**config.mk**
```make
export PLATFORM = sky130hd
export DESIGN_NAME = pc_sequencer_flat
export DESIGN_NICKNAME = d
export VERILOG_FILES = /design/src/rtl/pc_sequencer_pkg.sv /design/src/rtl/pc_sequencer_if.sv /design/src/rtl/pc_sequencer_pc_reg.sv /design/src/rtl/pc_sequencer.sv /design/src/flat_wrapper.sv
export SDC_FILE = /design/constraint.sdc
export NUM_CORES = 1
export LEC_CHECK = 0
export CORE_MARGIN = 5
export CORE_UTILIZATION = 51
export CTS_BUF_LIST = sky130_fd_sc_hd__clkbuf_4
export DETAILED_ROUTE_END_ITERATION = 16
export HOLD_SLACK_MARGIN = 0.02
export PLACE_DENSITY = 0.89
export SETUP_SLACK_MARGIN = 0.2
export SLEW_MARGIN = 25
export SYNTH_ARGS = -nofsm -noshare
export SYNTH_HDL_FRONTEND = slang
export SYNTH_HIERARCHICAL = 1
export SYNTH_SLANG_ARGS = --single-unit
```
**constraint.sdc**
```tcl
create_clock -name clk -period 2.9 [get_ports clk]
set_clock_uncertainty 0.2 [all_clocks]
set_input_delay 0.29 -clock clk [delete_from_list [all_inputs] [get_ports clk]]
set_output_delay 0.29 -clock clk [all_outputs]
set_load 0.05 [all_outputs]
```
**src/rtl/pc_sequencer_pkg.sv**
```systemverilog
// Shared types and constants for the instruction fetch sequencer.
package pc_sequencer_pkg;

    typedef enum logic [1:0] {
        ST_IDLE = 2'd0,
        ST_REQ  = 2'd1,
        ST_HOLD = 2'd2
    } seq_state_e;

    localparam logic [31:0] PC_STEP       = 32'd4;
    localparam logic [31:0] PC_RESET_ADDR = 32'h0000_0000;
    localparam logic [31:0] PC_EXC_ADDR   = 32'h0000_0180;

    // Fetch addresses are always word aligned; low bits of any target are dropped.
    function automatic logic [31:0] align_target(input logic [31:0] t);
        return {t[31:2], 2'b00};
    endfunction

endpackage

```
**src/rtl/pc_sequencer_if.sv**
```systemverilog
// Fetch-side bundle: redirect requests, instruction memory handshake and
// the fetched-instruction outputs. With PC_SEQ_EXC_EN defined an exception
// redirect input (exc) is added.
interface pc_sequencer_if;

`ifdef PC_SEQ_EXC_EN
    logic        exc;
`endif
    logic        stall;
    logic        br_taken;
    logic [31:0] br_target;
    logic        jmp;
    logic [31:0] jmp_target;
    logic        imem_req;
    logic [31:0] imem_addr;
    logic        imem_ack;
    logic        if_valid;
    logic [31:0] if_pc;
    logic [31:0] pc;

    // Sequencer side
    modport master (
`ifdef PC_SEQ_EXC_EN
        input  exc,
`endif
        input  stall,
        input  br_taken,
        input  br_target,
        input  jmp,
        input  jmp_target,
        input  imem_ack,
        output imem_req,
        output imem_addr,
        output if_valid,
        output if_pc,
        output pc
    );

    // Memory / pipeline side
    modport slave (
`ifdef PC_SEQ_EXC_EN
        output exc,
`endif
        output stall,
        output br_taken,
        output br_target,
        output jmp,
        output jmp_target,
        output imem_ack,
        input  imem_req,
        input  imem_addr,
        input  if_valid,
        input  if_pc,
        input  pc
    );

endinterface

```
**src/rtl/pc_sequencer_pc_reg.sv**
```systemverilog
// Program counter register: async active-low clear to RESET_ADDR, load enable.
module pc_reg #(
    parameter logic [31:0] RESET_ADDR = 32'h0000_0000
) (
    input  logic        clk,
    input  logic        rst_n,
    input  logic        en_i,
    input  logic [31:0] d_i,
    output logic [31:0] q_o
);

    logic [31:0] pc_q;

    // Load a new pc only when the sequencer commits a step or redirect
    always_ff @(posedge clk or negedge rst_n) begin
        if (!rst_n) begin
            pc_q <= RESET_ADDR;
        end else if (en_i) begin
            pc_q <= d_i;
        end
    end

    assign q_o = pc_q;

endmodule

```
**src/rtl/pc_sequencer.sv**
```systemverilog
// Instruction fetch sequencer: issues word fetches, presents returned
// instructions downstream, honours stalls and branch/jump redirects.
// Optional feature macro: PC_SEQ_EXC_EN adds an exception redirect to
// EXC_ADDR at top priority.
//
// state   | meaning
// --------+-----------------------------------------------------------
// ST_IDLE | one cycle after reset release, no request issued
// ST_REQ  | imem_req high at pc, waiting for imem_ack
// ST_HOLD | instruction presented, downstream stalled, no request
module pc_sequencer
    import pc_sequencer_pkg::*;
#(
    parameter logic [31:0] RESET_ADDR = PC_RESET_ADDR,
    parameter logic [31:0] EXC_ADDR   = PC_EXC_ADDR
) (
    input  logic           clk,
    input  logic           reset,
    pc_sequencer_if.master bus
);

    seq_state_e  state_q, state_d;
    logic        pend_q, pend_d;
    logic [31:0] pend_tgt_q, pend_tgt_d;
    logic        if_valid_q, if_valid_d;
    logic [31:0] if_pc_q, if_pc_d;
    logic        pc_en;
    logic [31:0] pc_d, pc_q;
    logic        imem_req;
    logic        redir_live;
    logic [31:0] redir_tgt;

`ifndef PC_SEQ_EXC_EN
    logic unused_exc_addr;
    assign unused_exc_addr = ^EXC_ADDR;
`endif

    pc_reg #(
        .RESET_ADDR (RESET_ADDR)
    ) u_pc_reg (
        .clk   (clk),
        .rst_n (reset),
        .en_i  (pc_en),
        .d_i   (pc_d),
        .q_o   (pc_q)
    );

    // Redirect arbitration; later assignments win, giving exc > br_taken > jmp
    always_comb begin
        redir_live = 1'b0;
        redir_tgt  = '0;
        if (bus.jmp) begin
            redir_live = 1'b1;
            redir_tgt  = align_target(bus.jmp_target);
        end
        if (bus.br_taken) begin
            redir_live = 1'b1;
            redir_tgt  = align_target(bus.br_target);
        end
`ifdef PC_SEQ_EXC_EN
        if (bus.exc) begin
            redir_live = 1'b1;
            redir_tgt  = align_target(EXC_ADDR);
        end
`endif
    end

    // State, pending redirect and presented instruction registers
    always_ff @(posedge clk or negedge reset) begin
        if (!reset) begin
            state_q    <= ST_IDLE;
            pend_q     <= 1'b0;
            pend_tgt_q <= '0;
            if_valid_q <= 1'b0;
            if_pc_q    <= '0;
        end else begin
            state_q    <= state_d;
            pend_q     <= pend_d;
            pend_tgt_q <= pend_tgt_d;
            if_valid_q <= if_valid_d;
            if_pc_q    <= if_pc_d;
        end
    end

    // Next-state and fetch control
    always_comb begin
        state_d    = state_q;
        pend_d     = pend_q;
        pend_tgt_d = pend_tgt_q;
        if_valid_d = 1'b0;
        if_pc_d    = if_pc_q;
        pc_en      = 1'b0;
        pc_d       = pc_q + PC_STEP;
        imem_req   = 1'b0;
        unique case (state_q)
            ST_IDLE: begin
                state_d = ST_REQ;
            end
            ST_REQ: begin
                imem_req = 1'b1;
                if (bus.imem_ack) begin
                    if (redir_live || pend_q) begin
                        // Returned word belongs to the abandoned path
                        pc_en  = 1'b1;
                        pc_d   = redir_live ? redir_tgt : pend_tgt_q;
                        pend_d = 1'b0;
                    end else begin
                        if_valid_d = 1'b1;
                        if_pc_d    = pc_q;
                        if (bus.stall) begin
                            state_d = ST_HOLD;
                        end else begin
                            pc_en = 1'b1;
                        end
                    end
                end else if (redir_live) begin
                    // Address must not move mid-request; apply on ack
                    pend_d     = 1'b1;
                    pend_tgt_d = redir_tgt;
                end
            end
            ST_HOLD: begin
                if (redir_live) begin
                    pc_en   = 1'b1;
                    pc_d    = redir_tgt;
                    state_d = ST_REQ;
                end else if (bus.stall) begin
                    if_valid_d = 1'b1;
                end else begin
                    pc_en   = 1'b1;
                    state_d = ST_REQ;
                end
            end
            default: begin
                state_d = ST_IDLE;
            end
        endcase
    end

    assign bus.imem_req  = imem_req;
    assign bus.imem_addr = pc_q;
    assign bus.if_valid  = if_valid_q;
    assign bus.if_pc     = if_pc_q;
    assign bus.pc        = pc_q;

endmodule

```
**src/flat_wrapper.sv**
```systemverilog
// flat-port wrapper written by rule: the top's interface ports become plain ports
module pc_sequencer_flat import pc_sequencer_pkg::*;
#(
    parameter logic [31:0] RESET_ADDR = PC_RESET_ADDR,
    parameter logic [31:0] EXC_ADDR   = PC_EXC_ADDR
)
  (clk, reset, bus_stall, bus_br_taken, bus_br_target, bus_jmp, bus_jmp_target, bus_imem_ack, bus_imem_req, bus_imem_addr, bus_if_valid, bus_if_pc, bus_pc);
  pc_sequencer_if bus_i ();
  input  logic clk;
  input  logic reset;
  input wire logic [$bits(bus_i.stall)-1:0] bus_stall;
  input wire logic [$bits(bus_i.br_taken)-1:0] bus_br_taken;
  input wire logic [$bits(bus_i.br_target)-1:0] bus_br_target;
  input wire logic [$bits(bus_i.jmp)-1:0] bus_jmp;
  input wire logic [$bits(bus_i.jmp_target)-1:0] bus_jmp_target;
  input wire logic [$bits(bus_i.imem_ack)-1:0] bus_imem_ack;
  output wire logic [$bits(bus_i.imem_req)-1:0] bus_imem_req;
  output wire logic [$bits(bus_i.imem_addr)-1:0] bus_imem_addr;
  output wire logic [$bits(bus_i.if_valid)-1:0] bus_if_valid;
  output wire logic [$bits(bus_i.if_pc)-1:0] bus_if_pc;
  output wire logic [$bits(bus_i.pc)-1:0] bus_pc;
  assign bus_i.stall = bus_stall;
  assign bus_i.br_taken = bus_br_taken;
  assign bus_i.br_target = bus_br_target;
  assign bus_i.jmp = bus_jmp;
  assign bus_i.jmp_target = bus_jmp_target;
  assign bus_i.imem_ack = bus_imem_ack;
  assign bus_imem_req = bus_i.imem_req;
  assign bus_imem_addr = bus_i.imem_addr;
  assign bus_if_valid = bus_i.if_valid;
  assign bus_if_pc = bus_i.if_pc;
  assign bus_pc = bus_i.pc;
  pc_sequencer #(.RESET_ADDR(RESET_ADDR), .EXC_ADDR(EXC_ADDR)) u_core (.clk(clk), .reset(reset), .bus(bus_i));
endmodule
```
Fig. 1: run 1, wire density map
Bar = 20 um. 24 x 24 tiles, from black (low) to pale yellow (high), scaled to the fullest tile. Values are wire area over tile area, all layers added.
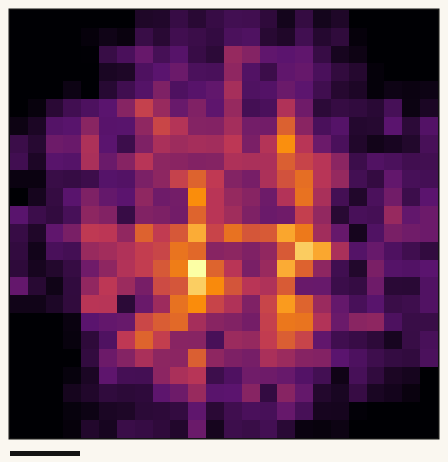
nearly empty tiles: 14%
fullest tile: 0.91
tiles over half the peak: 11%
mean over tiles: 0.23
densest ninth of the die: middle
Vias: 5822
GRT Total Usage: 27.0%

Fig. 2: run 1, placed standard cells
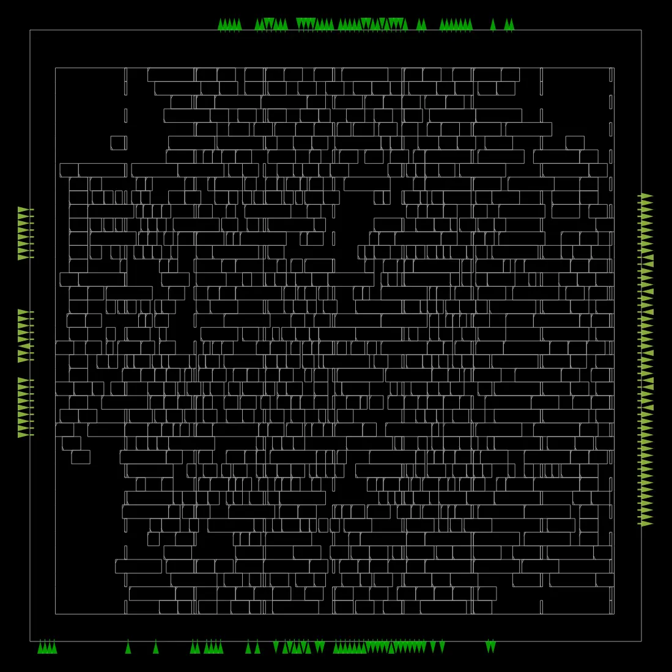
fin cells: 956
std cell rows: 40
flop count: 100
number of fill cells: 962

Fig. 3: run 1, zoomed window
Bar = 20 um. Window x 5 to 55, y 5 to 55 um. Cells in grey, sequential cells in the stronger grey; small squares are vias.
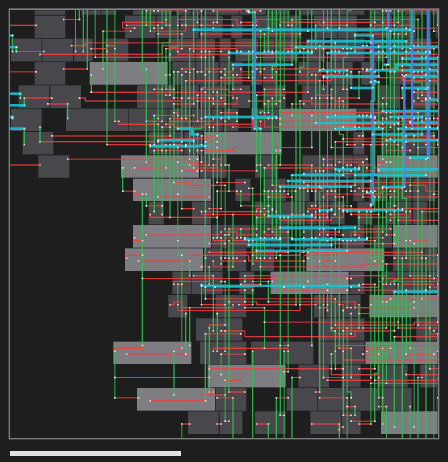
legend:
  cyan:
    layer: M3
  blue:
    layer: M4
  red:
    layer: M1
  green:
    layer: M2
netlist names of flops here include: u_core/pend_tgt_q (11), u_core/u_pc_reg/q_o (3), u_core/bus.if_pc (2)
most frequent: clkdlybuf4s50_1 (23), dfrtp_1 (17), buf_4 (13)
cells with their middle in the window: 154
sequential cells in the window: 17

==> flow_metrics.env, run 1 <==
# yosys + openroad results
export IMPL_cts_hold_buffers=1
export IMPL_status="completed"
export IMPL_worst_slew_pin_slew_ps=592
export IMPL_power_leader="combinational cells"
export IMPL_drc=0
export IMPL_crit_type="flip-flop to flip-flop"
export IMPL_power_density_nw_per_um2=1120
export IMPL_fp_utilization_pct=52.6
export IMPL_antenna_left=0
export IMPL_r2r_slack_ps=330
export IMPL_first_iter_violations=873
export IMPL_grt_pass1_wl_mm=31.4
export IMPL_path_delay_family="buffers and inverters"
export IMPL_startpoint_type="flip-flop"
export IMPL_final_cell_mix="clkdlybuf4s50_1, dfrtp_1, a21oi_1"
export IMPL_worst_path_stages=9
export IMPL_dieArea_sq_um=14800
export IMPL_path_buffers=4
export IMPL_cts_tree="built"
export IMPL_switching_share_pct=51.6
export IMPL_mux_area_share_pct=14.2
export IMPL_drt_wl_total_mm=20.2
export IMPL_largest_class="logic gates"
export IMPL_nonClockInverterCount=8
export IMPL_seqPwrFrac_pct=27.1
export IMPL_clock_area_share_pct=1.44
export IMPL_holdWs_ps=115
export IMPL_async_reset_ff_share_pct=100
export IMPL_pwr_share_clk_pct=7.5
export IMPL_ys_flop_type="dfrtp_1"
export IMPL_crit_chain="inv_1 > ha_1 > clkinv_1 > buf_4 > a21oi_1 > buf_4 > o21ai_0 > a21o_1 > mux2_4"
export IMPL_buffers=201
export IMPL_diodes=1
export IMPL_ios=168
export IMPL_syn_inst=649
export IMPL_wl_met1_mm=8.28
export IMPL_path_clk_slew_ps=170
export IMPL_ys_top_cells_by_area="dfrtp_1, mux2_4, a21oi_1, o21ai_0, buf_4"
export IMPL_warnings=33
export IMPL_netlist_area_sq_um=6370
export IMPL_dp_cells=938
export IMPL_rsz0062_at_grt="false"
export IMPL_post_cts_buffers=0
export IMPL_top_cell="dfrtp_1"
export IMPL_fin_crit_sh_pct=88.7
export IMPL_total_power_uw=9150
export IMPL_ys_types=56
export IMPL_end_kind="flip-flop"
export IMPL_p_comb_uw=5980
export IMPL_met1_usage_pct=35.8
export IMPL_nClkBuffers=9
Fig. 4: run 1, placed cells, one colour a class
Fill, decap, tap and diode cells in grey.
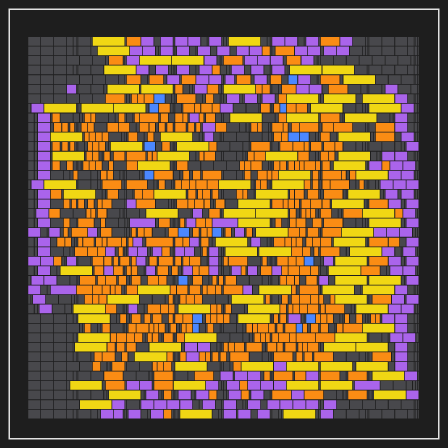

==> run 1 -> run 2 <==
Settings changed: SKIP_CTS_REPAIR_TIMING set to 1, SYNTH_HIERARCHICAL 1 to unset.
Fig. 5: run 2, placed cells, one colour a class
Fill, decap, tap and diode cells in grey.
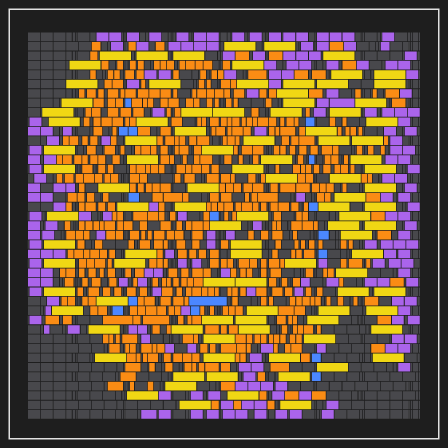
legend:
  orange:
    class: remaining logic cells
    cells: 555
  blue:
    class: clock drivers and dummy loads
    cells: 16
  purple:
    class: remaining buffers and delay cells
    cells: 197
  yellow:
    class: registers
    cells: 100
Layout Utilization: 65.5%
Core ar.: 12600 sq um
final instance area: 8260 sq um
std cell rows: 41

==> flow_metrics.env, run 2 <==
# yosys + openroad results
export IMPL_end_kind="flip-flop"
export IMPL_p_comb_uw=4920
export IMPL_total_power_uw=8200
export IMPL_cts_tree="built"
export IMPL_final_cell_mix="clkdlybuf4s50_1, dfrtp_1, o21ai_0"
export IMPL_power_leader="combinational cells"
export IMPL_drt_wl_total_mm=21.1
export IMPL_grt_pass1_wl_mm=32.7
export IMPL_crit_path_end="u_core.u_pc_reg.q_o[6]"
export IMPL_cts_sinks=100
export IMPL_dp_cells=1023
export IMPL_async_reset_ff_share_pct=100
export IMPL_ios=168
export IMPL_vias=6580
export IMPL_highest_layer="met4"
export IMPL_grt_antenna_before_repair=0
export IMPL_clockBufferDepth=2
export IMPL_nonClockInverterCount=16
export IMPL_p_switching_uw=4260
export IMPL_grt_pass1_vias=6020
export IMPL_yosys_warnings=0
export IMPL_cts_max_level=3
export IMPL_min_period_ps=2510
export IMPL_startpoint_type="flip-flop"
export IMPL_top_usage_layer="met2"
export IMPL_viasPerCell=6.32
export IMPL_syn_num_nets=819
export IMPL_fin_crit_sh_pct=86.7
export IMPL_clock_area_share_pct=1.71
export IMPL_fillers=1067
export IMPL_holdWs_ps=111
export IMPL_worst_slew_pin_slew_ps=847
export IMPL_crit_chain="inv_1 > ha_1 > nor4b_4 > or2_2 > a31oi_1 > o32ai_1 > a22o_1"
export IMPL_syn_inst=744
export IMPL_fp_utilization_pct=51.9
export IMPL_top_cell="dfrtp_1"
export IMPL_ys_flop_type="dfrtp_1"
export IMPL_dr_pass1_iters=6
export IMPL_first_iter_violations=816
export IMPL_largest_class="logic gates"
export IMPL_p_int_uw=3940
export IMPL_powerClk_uw=782
export IMPL_worstPathMaxFanout=10
export IMPL_nClkBuffers=9
export IMPL_switching_share_pct=52.0
export IMPL_netlist_area_sq_um=6550
export IMPL_setup_tns_final_ps=0
export IMPL_path_delay_family="simple AND/OR/NAND/NOR gates"
export IMPL_ff_latch_area_sq_um=2500
export IMPL_crit_type="flip-flop to flip-flop"
export IMPL_worst_path_stages=7
export IMPL_critPathLaunch="u_core.state_q[1]"
export IMPL_instances_no_fill=1041
export IMPL_antenna_left=0
export IMPL_status="completed"
export IMPL_grt_usage_pct=27.6
export IMPL_grt_util_met3_pct=6.50
export IMPL_ys_ff=100
export IMPL_syn2layout_area_growth_pct=26.1
export IMPL_rsz0062_at_grt="false"
export IMPL_drc=0
export IMPL_power_density_nw_per_um2=993
export IMPL_met1_usage_pct=39.6
export IMPL_seqPwrFrac_pct=30.4
export IMPL_mux_area_share_pct=4.56
export IMPL_grt_util_met2_pct=41.0
export IMPL_final_nets=938
export IMPL_pwr_share_clk_pct=9.5
export IMPL_ys_types=73
export IMPL_cp_slowest_cell="dfrtp_1"
export IMPL_wl_met1_mm=8.60
export IMPL_dieArea_sq_um=15200
export IMPL_ys_cells=744
export IMPL_buffers=197
export IMPL_path_clk_slew_ps=170
export IMPL_flop_count=100
export IMPL_ys_top_cells_by_area="dfrtp_1, o21ai_0, a21oi_1, buf_4, mux2_2"
export IMPL_path_buffers=1
export IMPL_diodes=1
export IMPL_topCombFamilyByArea="AND-OR/OR-AND gates"
export IMPL_r2r_slack_ps=390
export IMPL_combGateArea_sq_um=3450
export IMPL_warnings=33
export IMPL_dr_wl_met3_mm=2.51
